## config.mk

```make
export PLATFORM = sky130hd
export DESIGN_NAME = alu_sequencer
export DESIGN_NICKNAME = d
export VERILOG_FILES = /design/src/rtl/alu_sequencer.sv
export SDC_FILE = /design/constraint.sdc
export NUM_CORES = 1
export LEC_CHECK = 0
export ABC_AREA = 1
export CAP_MARGIN = 20
export CORE_MARGIN = 5
export CORE_UTILIZATION = 37
export CTS_CLUSTER_SIZE = 12
export DETAILED_ROUTE_END_ITERATION = 8
export PLACE_DENSITY = 0.54
export SYNTH_ARGS = -nofsm -noshare
export SYNTH_HDL_FRONTEND = slang
export SYNTH_SLANG_ARGS = --single-unit
```

## constraint.sdc

```tcl
create_clock -name clk -period 2.25 [get_ports clk]
set_clock_uncertainty 0.15 [all_clocks]
set_input_delay 0.3375 -clock clk [delete_from_list [all_inputs] [get_ports clk]]
set_output_delay 0.3375 -clock clk [all_outputs]
set_load 0.05 [all_outputs]
```

## src/rtl/alu_sequencer.sv

```systemverilog
// Multi-cycle control unit for the 4-bit datapath: fetches from a synchronous ROM,
// sequences the external ALU, writes back to a 4x4 register file and handles jumps.
//
// state  | meaning
// IDLE   | waiting for start
// FETCH  | imem_en high, imem_addr = pc
// DECODE | ROM word valid, latched into ir, ALU operands set up
// EXEC   | ALU driven, result and flags sampled
// WB     | register/flag/pc commit, OUT pulse
// HALT   | stopped until rst
module alu_sequencer #(
  parameter int PC_W    = 4,
  parameter int INSTR_W = 12
) (
  input  logic               clk,
  input  logic               rst,
  input  logic               start,
  output logic               imem_en,
  output logic [PC_W-1:0]    imem_addr,
  input  logic [INSTR_W-1:0] imem_data,
  output logic               alu_s0,
  output logic               alu_s1,
  output logic               alu_cin,
  output logic [3:0]         alu_a,
  output logic [3:0]         alu_b,
  input  logic [3:0]         alu_g,
  input  logic               alu_cout,
  input  logic               alu_z,
  input  logic               alu_n,
  output logic [3:0]         out_data,
  output logic               out_valid,
  output logic               flag_z,
  output logic               flag_n,
  output logic               flag_c,
  output logic               busy,
  output logic               halted
);

  localparam logic [3:0] OP_ADD  = 4'h2;
  localparam logic [3:0] OP_LDI  = 4'h8;
  localparam logic [3:0] OP_JMP  = 4'h9;
  localparam logic [3:0] OP_JZ   = 4'hA;
  localparam logic [3:0] OP_JN   = 4'hB;
  localparam logic [3:0] OP_OUT  = 4'hC;
  localparam logic [3:0] OP_HALT = 4'hF;

  typedef enum logic [2:0] {
    S_IDLE,
    S_FETCH,
    S_DECODE,
    S_EXEC,
    S_WB,
    S_HALT
  } state_t;

  state_t            state;
  logic [PC_W-1:0]   pc;
  logic [3:0]        r [4];
  logic [3:0]        ir_op;
  logic [1:0]        ir_ra;
  logic [3:0]        ir_imm;
  logic [3:0]        res;
  logic              tmp_z;
  logic              tmp_n;
  logic              tmp_c;

  logic [3:0]        dec_op;
  logic [1:0]        dec_ra;
  logic [1:0]        dec_rb;
  logic [3:0]        dec_imm;
  logic [PC_W-1:0]   next_pc;

  assign dec_op  = imem_data[11:8];
  assign dec_ra  = imem_data[7:6];
  assign dec_rb  = imem_data[5:4];
  assign dec_imm = imem_data[3:0];

  // Jump targets are the zero-extended immediate; HALT parks pc on itself.
  always_comb begin
    next_pc = pc + PC_W'(1);
    case (ir_op)
      OP_JMP:  next_pc = PC_W'(ir_imm);
      OP_JZ:   if (flag_z) next_pc = PC_W'(ir_imm);
      OP_JN:   if (flag_n) next_pc = PC_W'(ir_imm);
      OP_HALT: next_pc = pc;
      default: ;
    endcase
  end

  always_ff @(posedge clk) begin
    if (rst) begin
      state     <= S_IDLE;
      pc        <= '0;
      for (int i = 0; i < 4; i++) r[i] <= 4'd0;
      ir_op     <= 4'd0;
      ir_ra     <= 2'd0;
      ir_imm    <= 4'd0;
      res       <= 4'd0;
      tmp_z     <= 1'b0;
      tmp_n     <= 1'b0;
      tmp_c     <= 1'b0;
      flag_z    <= 1'b0;
      flag_n    <= 1'b0;
      flag_c    <= 1'b0;
      out_data  <= 4'd0;
      out_valid <= 1'b0;
      imem_en   <= 1'b0;
      imem_addr <= '0;
      alu_s0    <= 1'b0;
      alu_s1    <= 1'b0;
      alu_cin   <= 1'b0;
      alu_a     <= 4'd0;
      alu_b     <= 4'd0;
      busy      <= 1'b0;
      halted    <= 1'b0;
    end else begin
      out_valid <= 1'b0;
      case (state)
        S_IDLE: begin
          if (start) begin
            state     <= S_FETCH;
            imem_en   <= 1'b1;
            imem_addr <= pc;
            busy      <= 1'b1;
          end
        end
        S_FETCH: begin
          imem_en <= 1'b0;
          state   <= S_DECODE;
        end
        S_DECODE: begin
          ir_op  <= dec_op;
          ir_ra  <= dec_ra;
          ir_imm <= dec_imm;
          // ALU select bits are the low opcode bits; non-ALU ops leave the ALU at 0.
          if (!dec_op[3]) begin
            {alu_s1, alu_s0, alu_cin} <= dec_op[2:0];
            alu_a <= r[dec_ra];
            alu_b <= r[dec_rb];
          end
          state <= S_EXEC;
        end
        S_EXEC: begin
          res   <= alu_g;
          tmp_z <= alu_z;
          tmp_n <= alu_n;
          tmp_c <= alu_cout;
          {alu_s1, alu_s0, alu_cin} <= 3'b000;
          alu_a <= 4'd0;
          alu_b <= 4'd0;
          if (ir_op == OP_OUT) begin
            out_data  <= r[ir_ra];
            out_valid <= 1'b1;
          end
          state <= S_WB;
        end
        S_WB: begin
          if (!ir_op[3]) begin
            r[ir_ra] <= res;
            flag_z   <= tmp_z;
            flag_n   <= tmp_n;
            if (ir_op == OP_ADD) flag_c <= tmp_c;
          end else if (ir_op == OP_LDI) begin
            r[ir_ra] <= ir_imm;
          end
          pc <= next_pc;
          if (ir_op == OP_HALT) begin
            state  <= S_HALT;
            busy   <= 1'b0;
            halted <= 1'b1;
          end else begin
            state     <= S_FETCH;
            imem_en   <= 1'b1;
            imem_addr <= next_pc;
          end
        end
        S_HALT: ;
        default: state <= S_IDLE;
      endcase
    end
  end

endmodule

```

==> flow_metrics.tcl <==
# flow metrics
set metrics [dict create \
    whs_endpoint "flag_c" \
    simple_gate_share_pct 23.8 \
    flop_cell "dfxtp_1" \
    fp_util_pct 38.3 \
    crit_end "flag_z" \
    synthMuxAreaShare_pct 0 \
    ys_area_um2 3180 \
    largest_cell_class "sequential cells" \
    outcome "finished, final reports clean" \
    largest_reg_flops 16 \
    drt-met1-wl_um 3930 \
    drc_errors 0 \
    fin_ws_ns 0.164 \
    top_logic_kind "simple AND/OR/NAND/NOR gates" \
    cts_hold_buffers 0 \
    critPathLaunchType "flip-flop" \
    r2r_end "r[2][0]" \
    whs_ns 0.301 \
    regToRegSetupSlack_ns 0.24 \
    synth_top_area_share_pct 31.5 \
    xor_share_pct 0.276 \
    grt_pass1_vias 2593 \
    grt_pass1_wl_um 12700 \
    num_rows 33 \
    combPwrFrac_pct 19.0 \
    place.gp.congestion 0.811 \
    ant_nets 0 \
    vias_per_cell 4.77 \
    fp.coreArea_um2 8300 \
    nNetsFinal 501 \
    layout_top_cell "nor2_1" \
    drt_iter0_drc 148 \
    bufAreaShareNonClock_pct 13.6 \
    async_reset_ff_share_pct 0 \
    p_leak_nw 1.55 \
    numSynthFlops 66 \
    grt_start_max_net_pins 31 \
    rsz0062_at_grt "false" \
    antennaDiodeCount 0 \
    max_slew_margin_pct 66.2 \
    final.fill_count 843 \
    route.met3.wl_um 559 \
    synth_area_um2 3180 \
    cp-end-kind "output pin" \
]
Figure 1. Metal 2.
Drawn at 4 px/um.
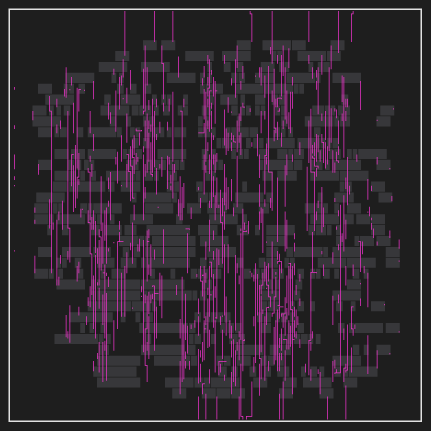
wire length on this layer: 3240 um
longest straight run: 42.0 um
met2 track demand over resource: 22.5%
final WL: 7840 um
vias: 2806

Figure 2. Met3 routing.
Drawn at 4 px/um.
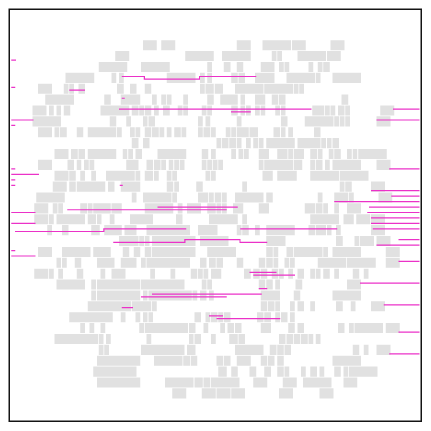
main direction: horizontal
nets with wire on the layer: 44
wire length on this layer: 559 um

Figure 3. I/O pins on the die edge.
Drawn at 4 px/um. Pins as bars across the die edge, other pins in gray.
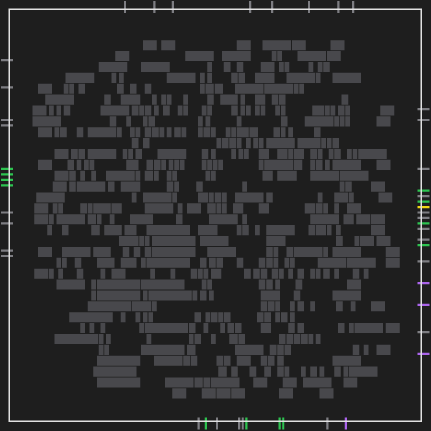
legend:
  yellow:
    port: `out_valid`
    pins: 1
    direction: output
    edge: east
  purple:
    port: `alu_a`
    pins: 4
    direction: output
    edge: 3 east, 1 south
  green:
    port: `imem_data`
    pins: 12
    direction: input
    edge: 4 west, 4 east, 4 south
all pins by edge: 18 east, 12 west, 10 south, 8 north

Figure 4. Signal metal coverage by tile.
Drawn at 4 px/um. 21 x 21 tiles, from dark blue (low) to red (high), scaled to the fullest tile. Values are wire area over tile area, all layers added.
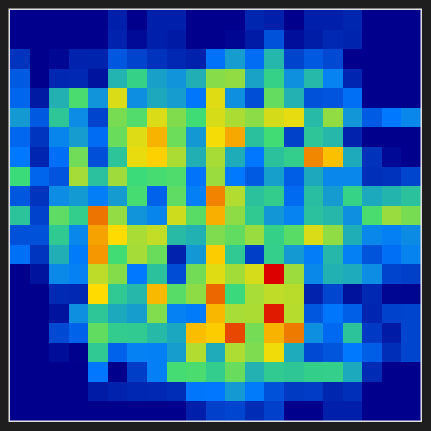
fullest tile: 0.40
densest ninth of the die: center
tiles over half the peak: 23%
mean over tiles: 0.12
wire per inst: 13.3 um
GRT Total Usage: 15.7%

Figure 5. Track usage over the die.
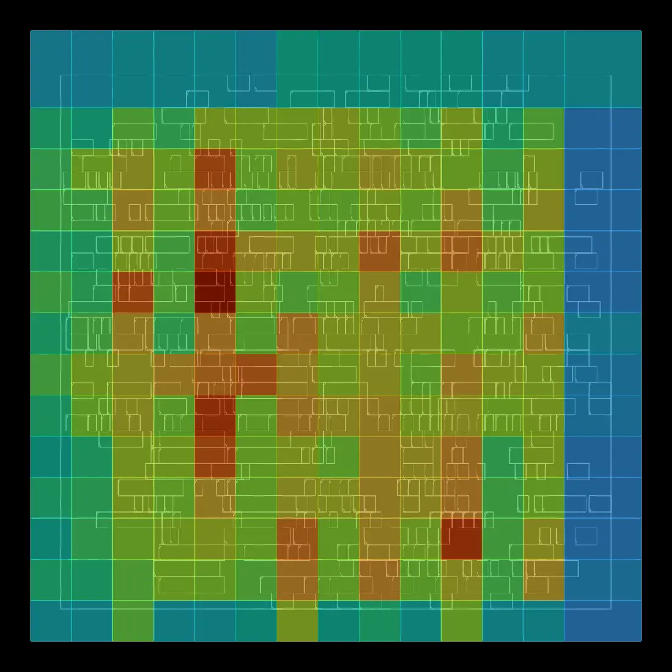
Core Util, Final: 47.5%
gr busiest metal: met1
met1 Use GR: 23.0%

